--- src/rtl/pipelined_addsub_if.sv ---
// Handshake bundle for pipelined_addsub: operand beat in, result beat out.
// ADDSUB_OVF_EN adds the out_ovf signal alongside out_sum.
interface pipelined_addsub_if #(
  parameter int unsigned WIDTH = 8
) ();
  logic             in_valid;
  logic             in_ready;
  logic [WIDTH-1:0] in_x;
  logic [WIDTH-1:0] in_y;
  logic             in_sub;
  logic             out_valid;
  logic             out_ready;
  logic [WIDTH:0]   out_sum;
`ifdef ADDSUB_OVF_EN
  logic             out_ovf;
`endif

  // Producer/consumer side (testbench or upstream logic)
  modport master (
    output in_valid, in_x, in_y, in_sub, out_ready,
    input  in_ready, out_valid, out_sum
`ifdef ADDSUB_OVF_EN
    , input out_ovf
`endif
  );

  // Adder side
  modport slave (
    input  in_valid, in_x, in_y, in_sub, out_ready,
    output in_ready, out_valid, out_sum
`ifdef ADDSUB_OVF_EN
    , output out_ovf
`endif
  );
endinterface

--- src/rtl/pipelined_addsub.sv ---
// Pipelined WIDTH-bit adder/subtractor. The carry chain is cut into STAGES segments of
// SEG bits; each beat carries its remaining operand bits and finished sum bits down the pipe.
// A single global stall enable freezes the whole pipe while the output is held.
// Optional: define ADDSUB_OVF_EN to build the signed-overflow flag out_ovf.
module pipelined_addsub #(
  parameter int unsigned WIDTH  = 8,
  parameter int unsigned STAGES = 2
) (
  input logic                clk,
  input logic                rst,
  pipelined_addsub_if.slave  bus
);
  localparam int unsigned SEG  = WIDTH / STAGES;
  localparam int unsigned LAST = STAGES - 1;

  if ((WIDTH % STAGES) != 0) begin : g_bad_cfg
    $error("pipelined_addsub: WIDTH must be a multiple of STAGES");
  end

  // Per-stage registers: valid, effective x, y, partial sum, carry into next segment
  logic [STAGES-1:0] r_vld;
  logic [WIDTH-1:0]  r_x [STAGES];
  logic [WIDTH-1:0]  r_y [STAGES];
  logic [WIDTH-1:0]  r_s [STAGES];
  logic [STAGES-1:0] r_c;

  // Stage inputs (from the port for stage 0, from the previous register otherwise)
  logic [WIDTH-1:0]  w_src_x [STAGES];
  logic [WIDTH-1:0]  w_src_y [STAGES];
  logic [WIDTH-1:0]  w_src_s [STAGES];
  logic [STAGES-1:0] w_src_c;
  logic [STAGES-1:0] w_src_v;
  logic [SEG:0]      w_seg   [STAGES];
  logic [WIDTH-1:0]  w_nxt_s [STAGES];
  logic [STAGES-1:0] w_nxt_c;
  logic              w_adv;

  // Whole pipe moves only when the output slot is empty or being consumed
  assign w_adv = !r_vld[LAST] || bus.out_ready;

  // Segment adders: stage k fills sum bits [k*SEG +: SEG] and produces the next carry
  always_comb begin
    w_src_x[0] = bus.in_x ^ {WIDTH{bus.in_sub}};
    w_src_y[0] = bus.in_y;
    w_src_s[0] = '0;
    w_src_c[0] = bus.in_sub;
    w_src_v[0] = bus.in_valid;
    for (int unsigned k = 1; k < STAGES; k++) begin
      w_src_x[k] = r_x[k-1];
      w_src_y[k] = r_y[k-1];
      w_src_s[k] = r_s[k-1];
      w_src_c[k] = r_c[k-1];
      w_src_v[k] = r_vld[k-1];
    end
    for (int unsigned k = 0; k < STAGES; k++) begin
      w_seg[k]   = {1'b0, w_src_x[k][k*SEG +: SEG]} + {1'b0, w_src_y[k][k*SEG +: SEG]}
                 + {{SEG{1'b0}}, w_src_c[k]};
      w_nxt_s[k] = w_src_s[k];
      w_nxt_s[k][k*SEG +: SEG] = w_seg[k][SEG-1:0];
      w_nxt_c[k] = w_seg[k][SEG];
    end
  end

  // Pipeline registers: cleared on reset, frozen together during a stall
  always_ff @(posedge clk) begin
    if (rst) begin
      r_vld <= '0;
      r_c   <= '0;
      for (int unsigned k = 0; k < STAGES; k++) begin
        r_x[k] <= '0;
        r_y[k] <= '0;
        r_s[k] <= '0;
      end
    end else if (w_adv) begin
      r_vld <= w_src_v;
      r_c   <= w_nxt_c;
      for (int unsigned k = 0; k < STAGES; k++) begin
        r_x[k] <= w_src_x[k];
        r_y[k] <= w_src_y[k];
        r_s[k] <= w_nxt_s[k];
      end
    end
  end

  assign bus.in_ready  = w_adv;
  assign bus.out_valid = r_vld[LAST];
  assign bus.out_sum   = {r_c[LAST], r_s[LAST]};

`ifdef ADDSUB_OVF_EN
  logic r_ovf;
  logic w_ovf;

  // Carry into the MSB is recovered as x^y^sum at that bit; XOR with carry out of the MSB
  assign w_ovf = w_src_x[LAST][WIDTH-1] ^ w_src_y[LAST][WIDTH-1]
               ^ w_nxt_s[LAST][WIDTH-1] ^ w_nxt_c[LAST];

  // Overflow flag travels with the final stage register
  always_ff @(posedge clk) begin
    if (rst) begin
      r_ovf <= 1'b0;
    end else if (w_adv) begin
      r_ovf <= w_ovf;
    end
  end

  assign bus.out_ovf = r_ovf;
`endif
endmodule

--- src/flat_wrapper.sv ---
// flat-port wrapper written by rule: the top's interface ports become plain ports
module pipelined_addsub_flat 
#(
  parameter int unsigned WIDTH  = 8,
  parameter int unsigned STAGES = 2
)
  (clk, rst, bus_in_valid, bus_in_x, bus_in_y, bus_in_sub, bus_out_ready, bus_in_ready, bus_out_valid, bus_out_sum);
  pipelined_addsub_if #(.WIDTH(WIDTH)) bus_i ();
  input logic clk;
  input logic rst;
  input wire logic [$bits(bus_i.in_valid)-1:0] bus_in_valid;
  input wire logic [$bits(bus_i.in_x)-1:0] bus_in_x;
  input wire logic [$bits(bus_i.in_y)-1:0] bus_in_y;
  input wire logic [$bits(bus_i.in_sub)-1:0] bus_in_sub;
  input wire logic [$bits(bus_i.out_ready)-1:0] bus_out_ready;
  output wire logic [$bits(bus_i.in_ready)-1:0] bus_in_ready;
  output wire logic [$bits(bus_i.out_valid)-1:0] bus_out_valid;
  output wire logic [$bits(bus_i.out_sum)-1:0] bus_out_sum;
  assign bus_i.in_valid = bus_in_valid;
  assign bus_i.in_x = bus_in_x;
  assign bus_i.in_y = bus_in_y;
  assign bus_i.in_sub = bus_in_sub;
  assign bus_i.out_ready = bus_out_ready;
  assign bus_in_ready = bus_i.in_ready;
  assign bus_out_valid = bus_i.out_valid;
  assign bus_out_sum = bus_i.out_sum;
  pipelined_addsub #(.WIDTH(WIDTH), .STAGES(STAGES)) u_core (.clk(clk), .rst(rst), .bus(bus_i));
endmodule
--- config.mk ---
export PLATFORM = sky130hd
export DESIGN_NAME = pipelined_addsub_flat
export DESIGN_NICKNAME = d
export VERILOG_FILES = /design/src/rtl/pipelined_addsub_if.sv /design/src/rtl/pipelined_addsub.sv /design/src/flat_wrapper.sv
export SDC_FILE = /design/constraint.sdc
export NUM_CORES = 1
export LEC_CHECK = 0
export ABC_AREA = 0
export CORE_MARGIN = 3
export CORE_UTILIZATION = 52
export CTS_CLUSTER_SIZE = 14
export DETAILED_ROUTE_END_ITERATION = 8
export PLACE_DENSITY = 0.84
export SYNTH_ARGS = -nofsm -noshare
export SYNTH_HDL_FRONTEND = slang
export SYNTH_SLANG_ARGS = --single-unit
--- constraint.sdc ---
create_clock -name clk -period 3.77 [get_ports clk]
set_clock_uncertainty 0.05 [all_clocks]
set_input_delay 0.754 -clock clk [delete_from_list [all_inputs] [get_ports clk]]
set_output_delay 0.754 -clock clk [all_outputs]
set_load 0.005 [all_outputs]
**PDN straps and rails**

Pins as bars on the die edge. Tap cells in gray.
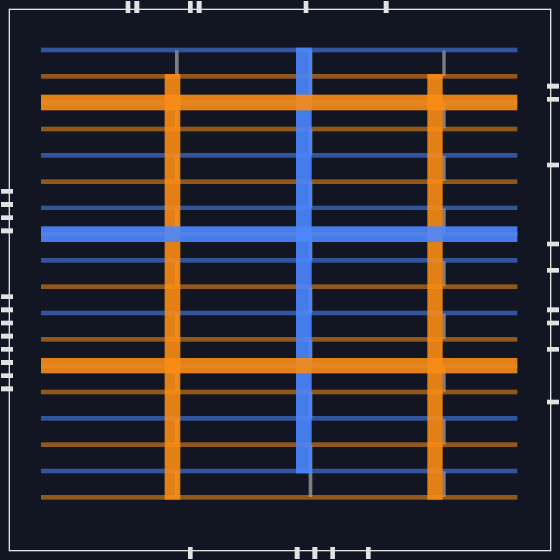
legend:
  VSS:
    color: orange
  VDD:
    color: blue
met5 straps: 3
met1 rails: 18
rows: 17
signal pins: 32
tap cells: 28

**Clock distribution**

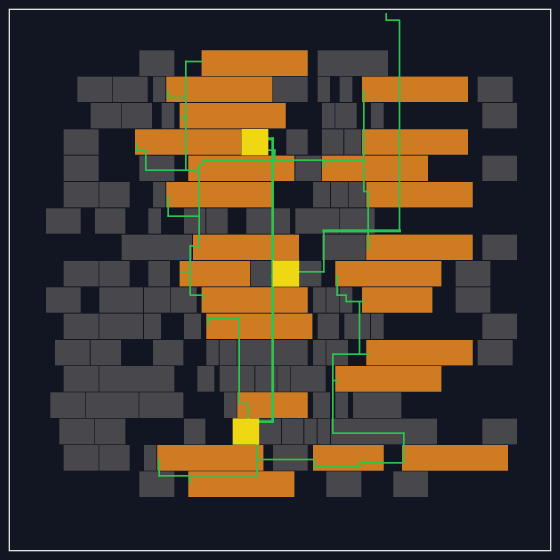
legend:
  clock-net drivers:
    color: yellow
    count: 3
  clock wires:
    color: green
    length: 248 um
  flip-flops:
    color: orange
    count: 24
routed clock nets: 4

==> flow_summary.yaml <==
# yosys + openroad results
critical_path:
  crit_required_ns: 2.97
  worstSetupPathType: "in2out"
  crit_family: "buffers and inverters"
  critPathLaunchType: "input port"
  crit_fanout: 18
  cp_slowest_cell: "clkdlybuf4s50_1"
global_route:
  grt_usage_pct: 15.1
  grt_overflow: 0
  grt_max_degree: 21
  grt_pass1_wl_um: 3680
routing:
  routedWlPerCell_um: 13.2
  ant_nets: 0
  first_iter_violations: 25
  drt_pass1_iterations: 4
job:
  max-cap-violations: 0
clock_network:
  cts-root-buf: "clkbuf_4"
  numCtsBuffers: 3
  htree_num_levels: 1
  cts_tree: "done"
  cts_buffer_depth: 2
placed_design:
  post-dp-hpwl_um: 1580
  gp_congestion: 0.782
  pre_cts_slack_ns: 0.716
  post_dp_cell_area_um2: 1550
synth:
  yosys-top-cells-count: "edfxtp_1, nor2_1, and3_1"
  top_cell_area_share_pct: 46.6
  ys_types: 26
  synthCells: 106
  ys.flop_type: "edfxtp_1"
  avgSynthCellArea_um2: 12.2
  synth-edff-count: 20
  top_area_cell: "edfxtp_1"
  synthArstFlopShare_pct: 0
  most_common_cell: "edfxtp_1"
floorplanning:
  core_um2: 2280
  ios: 32
  num_rows: 17
  fp.dieW_um: 55.8
sta:
  hold_viol_final: 0
  slew_headroom_pct: 48.5
  tns_ns: 0
  worst_pin_slew_ns: 0.771
  rsz0062_at_grt: "false"
  period_used_pct: 81.5
power:
  p_total_uw: 641
finish:
  area_growth_pct: 24.1
  lay_top_cells: "clkdlybuf4s50_1, edfxtp_1, nor2_1"
  fin_nets: 160
  diodes: 0
outcome:
  status: "finished clean"
**Signal wires on met2**

Bar = 20 um.
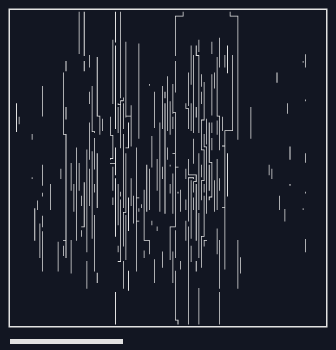
main direction: vertical
longest straight run: 24.5 um
wire length on this layer: 1,130 um
met2 global-route usage: 28.2%
drt total wl: 2080 um
via count of the routed design: 831

## layer usage
| metal | routed length, um | vias up | share of wire (%) | global-route usage (%) |
|---|---|---|---|---|
| li1 | - | 406 | - | - |
| met1 | 788 | 386 | 38 | 15.3 |
| met2 | 1130 | 34 | 55 | 28.2 |
| met3 | 116 | 5 | 5.6 | 1.86 |
| met4 | 37 | 0 | 1.8 | 10.1 |
| met5 | 0 | - | 0 | 0 |
## path summary, 6_finish.rpt
path	from	to	slack (ns)	cells past startpoint
worst max register to register	u_core.r_y[0][4]	u_core.r_s[0][13]	2.11	4
worst min-delay path	u_core.r_vld[0]	u_core.r_vld[0]	0.42	2
worst min register to register	u_core.r_vld[0]	u_core.r_vld[0]	0.42	2
worst max-delay path	bus_out_ready	bus_in_ready	0.70	4
## worst min-delay path: stages (launching register included)
cell and delay [ns]:
dfxtp_1 0.33, nand2_1 0.05, a21oi_1 0.05
## logic make-up after synthesis
family / share of synthesized area, %
xor+xnor: 6.11
mux: 2.72
fa+ha+maj: 10.5
buf+inv: 8.24
simple gates: 13.4
compound gates: 6.30
flops: 52.8
## cell type report
cell class | count | area, um2
well taps | 28 | 35.0
inverters | 5 | 18.8
flip-flops and latches | 24 | 681
fillers | 161 | 676
clock inverters | 1 | 30.0
multi-input cells | 65 | 503
clock buffers | 3 | 22.5
repair buffers | 31 | 310
## sequential cells by signal, indices dropped and copies added (netlist names)
register / count
u_core.r_y: 4
u_core.r_c: 2
u_core.r_s: 12
u_core.r_x: 4
u_core.r_vld: 2
## where the power goes
| part | total (uW) | switching, uW | internal [uW] |
|---|---|---|---|
| combinational | 131 | 53.2 | 77.5 |
| sequential | 328 | 9.23 | 319 |
| clock | 183 | 75.2 | 108 |
| total | 641 | 138 | 504 |
Power figures rest on the tool's default switching activity, not on a simulated workload.
